### src/rtl/rat_regfile.sv
// rat_regfile: register file with an integrated register alias table for the Tomasulo issue/CDB path.
// Define RAT_CDB_BYPASS_EN to forward a matching CDB broadcast to the read ports in the same cycle.
module rat_regfile #(
    parameter int  XLEN  = 32,
    parameter int  NREGS = 32,
    parameter int  TAG_W = 8,
    parameter int  NRD   = 2,
    localparam int AW    = $clog2(NREGS)
) (
    input  logic                 clk,
    input  logic                 rst,
    input  logic [NRD*AW-1:0]    rd_addr,
    output logic [NRD*XLEN-1:0]  rd_data,
    output logic [NRD*TAG_W-1:0] rd_tag,
    input  logic                 iss_en,
    input  logic [AW-1:0]        iss_rd,
    input  logic [TAG_W-1:0]     iss_tag,
    input  logic                 cdb_valid,
    input  logic [TAG_W-1:0]     cdb_tag,
    input  logic [XLEN-1:0]      cdb_data,
    input  logic                 flush,
    output logic [AW:0]          pend_cnt,
    input  logic [AW-1:0]        debug_addr,
    output logic [XLEN-1:0]      debug_data
);
    logic [NREGS-1:0][XLEN-1:0]  r_reg, w_reg_nxt;
    logic [NREGS-1:0][TAG_W-1:0] r_rat, w_rat_nxt;
    logic [AW:0]                 r_pend, w_pend_nxt;
    logic                        w_cdb_hit, w_iss_ok;

    assign w_cdb_hit = cdb_valid && (cdb_tag != '0);
    assign w_iss_ok  = iss_en && (iss_rd != '0) && (iss_tag != '0) && !flush;

    // CDB first, then issue, then flush: later writes win on the alias only,
    // so the CDB data write always lands even when its tag clear is overridden.
    always_comb begin
        w_reg_nxt = r_reg;
        w_rat_nxt = r_rat;
        for (int r = 1; r < NREGS; r++) begin
            if (w_cdb_hit && (r_rat[r] == cdb_tag)) begin
                w_reg_nxt[r] = cdb_data;
                w_rat_nxt[r] = '0;
            end
        end
        if (w_iss_ok) w_rat_nxt[iss_rd] = iss_tag;
        if (flush)    w_rat_nxt = '0;
        w_reg_nxt[0] = '0;
        w_rat_nxt[0] = '0;
    end

    always_comb begin
        w_pend_nxt = '0;
        for (int r = 1; r < NREGS; r++) begin
            if (w_rat_nxt[r] != '0) w_pend_nxt = w_pend_nxt + (AW+1)'(1);
        end
    end

    always_ff @(posedge clk) begin
        if (rst) begin
            r_reg  <= '0;
            r_rat  <= '0;
            r_pend <= '0;
        end else begin
            r_reg  <= w_reg_nxt;
            r_rat  <= w_rat_nxt;
            r_pend <= w_pend_nxt;
        end
    end

    assign pend_cnt   = r_pend;
    assign debug_data = (debug_addr == '0) ? '0 : r_reg[debug_addr];

    for (genvar k = 0; k < NRD; k++) begin : g_rd
        logic [AW-1:0] w_addr;
        logic          w_byp;
        assign w_addr = rd_addr[k*AW +: AW];
`ifdef RAT_CDB_BYPASS_EN
        assign w_byp = w_cdb_hit && (w_addr != '0) && (r_rat[w_addr] == cdb_tag);
`else
        assign w_byp = 1'b0;
`endif
        assign rd_tag[k*TAG_W +: TAG_W] = w_byp ? '0 : r_rat[w_addr];
        assign rd_data[k*XLEN +: XLEN]  = w_byp ? cdb_data :
                                          (w_addr == '0) ? '0 : r_reg[w_addr];
    end
endmodule

### config.mk
export PLATFORM = sky130hd
export DESIGN_NAME = rat_regfile
export DESIGN_NICKNAME = d
export VERILOG_FILES = /design/src/rtl/rat_regfile.sv
export SDC_FILE = /design/constraint.sdc
export NUM_CORES = 2
export LEC_CHECK = 0
export ABC_CLOCK_PERIOD_IN_PS = 34800
export CORE_ASPECT_RATIO = 1.75
export CORE_MARGIN = 4
export CORE_UTILIZATION = 38
export CTS_BUF_LIST = sky130_fd_sc_hd__clkbuf_8
export DETAILED_ROUTE_END_ITERATION = 10
export PLACE_DENSITY = 0.55
export SLEW_MARGIN = 30
export SYNTH_ARGS = -nofsm -noshare
export SYNTH_HDL_FRONTEND = slang
export SYNTH_SLANG_ARGS = --single-unit
### constraint.sdc
create_clock -name clk -period 34.8 [get_ports clk]
set_clock_uncertainty 0.1 [all_clocks]
set_input_delay 5.22 -clock clk [delete_from_list [all_inputs] [get_ports clk]]
set_output_delay 5.22 -clock clk [all_outputs]
set_load 0.01 [all_outputs]
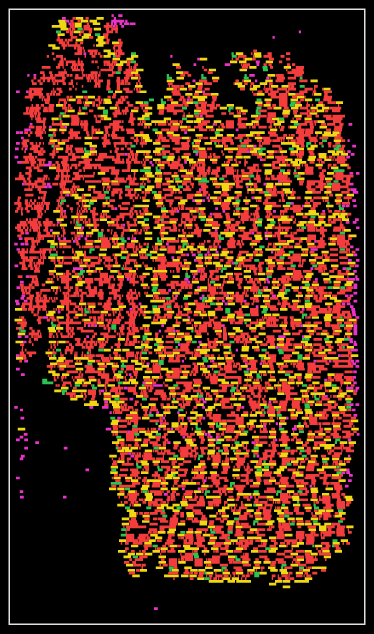
Fig. 1. Cells colored by class.
Drawn at 1 px/um.
legend:
  clock drivers and dummy loads:
    color: green
    cells: 360
    share_of_their_area: 4.9%
  registers:
    color: yellow
    cells: 1246
    share_of_their_area: 30%
  remaining buffers and delay cells:
    color: magenta
    cells: 347
    share_of_their_area: 3.5%
  remaining logic cells:
    color: red
    cells: 5457
    share_of_their_area: 62%

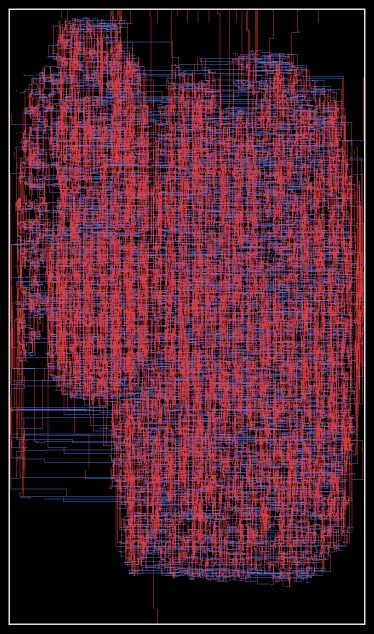
Fig. 2. Routed metal, one color a layer.
Drawn at 1 px/um. Only two layers are drawn.
legend:
  M2:
    color: red
    wire_length: 161 mm
  M1:
    color: blue
    wire_length: 119 mm

==> flow_summary.ini <==
; synthesis and place-and-route metrics
[power_and_ir_drop]
p_clk_share_pct = 42.9
p_int_uw = 2230
p_comb_share_pct = 11.3
ir_worst_vdd_mv = 0.0287
p_leak_uw = 0.0377
finalPower_uw = 3130
seq_power_share_pct = 45.8

[setup_path]
crit_type = in -> reg
endpoint_kind = flop
rr_endpoint = pend_cnt[5]
r2r_start = r_rat[23]
path_depth = 93
critical_path.startpoint = iss_tag[3]
crit_path_end = pend_cnt[5]
slowest_stage = nor4_4
reg2regPathDepth = 90

[synthesis]
syn_inst = 7457
ys_seq_share_pct = 31.3
edf_count = 0
top_cell_area_share_pct = 31.3
synth_area_leader_cell = dfxtp_1
ys_cells = 7457
avgSynthCellArea_um2 = 10.7
synth-area-yosys_mm2 = 0.0796
yosys.cell_types.count = 100

[detailed_routing]
drtIter0Drc = 6362
routedWlPerCell_um = 32.2
vias = 65274
ant_nets = 0
drt-total-wl_mm = 331

[final_timing]
final_max_slew_viol_count = 0
timing.final.hold_violations = 0
post-route-min-period_ns = 25.37
rsz0062_at_grt = no
worst_pin_slew_ns = 1.11
finalClockPeriodUsage_pct = 72.9
tns_ns = 0

[global_routing]
grt_antenna_before_repair = 36
grt_use_total_pct = 29.5
grt_pass1_vias = 64806
use_met1_pct = 34.0
grtUsageMet2_pct = 50.1
globalRouteOverflowTotal = 0
grt_max_degree = 102
busiest_layer = met2
gr-usage-met3_pct = 5.54

[place]
gp_congestion = 0.940
dp_hpwl_mm = 211

[final_layout]
final-nonclk-buf-share_pct = 3.39
drive_above_1_share_pct = 23.2
nets = 7363
fin_util_pct = 42.2
comb_area_share_pct = 59.2
fillCellCount = 20040
lay_top_cells = dfxtp_1 (1246), nor2_1 (1137), mux2i_1 (1120), mux4_2 (906), nand2_1 (359)
nonClockInverterCount = 49
area_dominant_class = multi-input combinational cells
n_all_buffers = 347

[clock_tree]
cts-root-buf = clkbuf_8
cts_made_buffers = 208
cts_tree = done
hold_buffers = 0
htree_num_levels = 4
cts_resized = 0
clkSlewWorstSetupHoldPaths_ns = 0.06

[floorplanning]
io_pins = 191
rows = 222
taps = 2800
core-area_mm2 = 0.209
initial_core_util_pct = 38.2
chipArea_mm2 = 0.217

[status]
run_status = complete, no violations

[flow_run]
openroad.warnings = 32
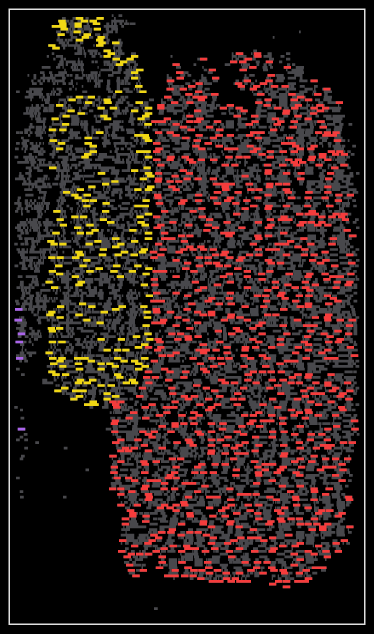
Fig. 3. Where the registers sit.
Drawn at 1 px/um.
legend:
  r_reg:
    color: red
    sequential_cells: 992
  r_rat:
    color: yellow
    sequential_cells: 248
  pend_cnt:
    color: purple
    sequential_cells: 6
    where: left middle

[Yosys cell counts, drive strengths merged (21+ instances only)]
master and instances:
a21oi 308, inv 48, nand3 240, ha 30, xor2 272, nand2 359
nor2b 29, mux2i 1120, buf 253, mux2 192, nor2 1142, dfxtp 1246
a22oi 47, o22ai 31, nor3b 47, mux4 906, o21ai 91, clkbuf 501
nor4 119, a22o 85, xnor2 65, nand3b 21, a221oi 34
[per-stage QoR]
stage | cells | cell area (um2) | hold WS (ns)
after floorplan | 7457 | 79600 | 0.385
final | 10272 | 87900 | 0.428
after global placement | 9843 | 83700 | 0.406
after detailed placement | 9848 | 83600 | 0.414
after global routing | 10264 | 87900 | 0.455
after CTS | 10208 | 87700 | 0.422
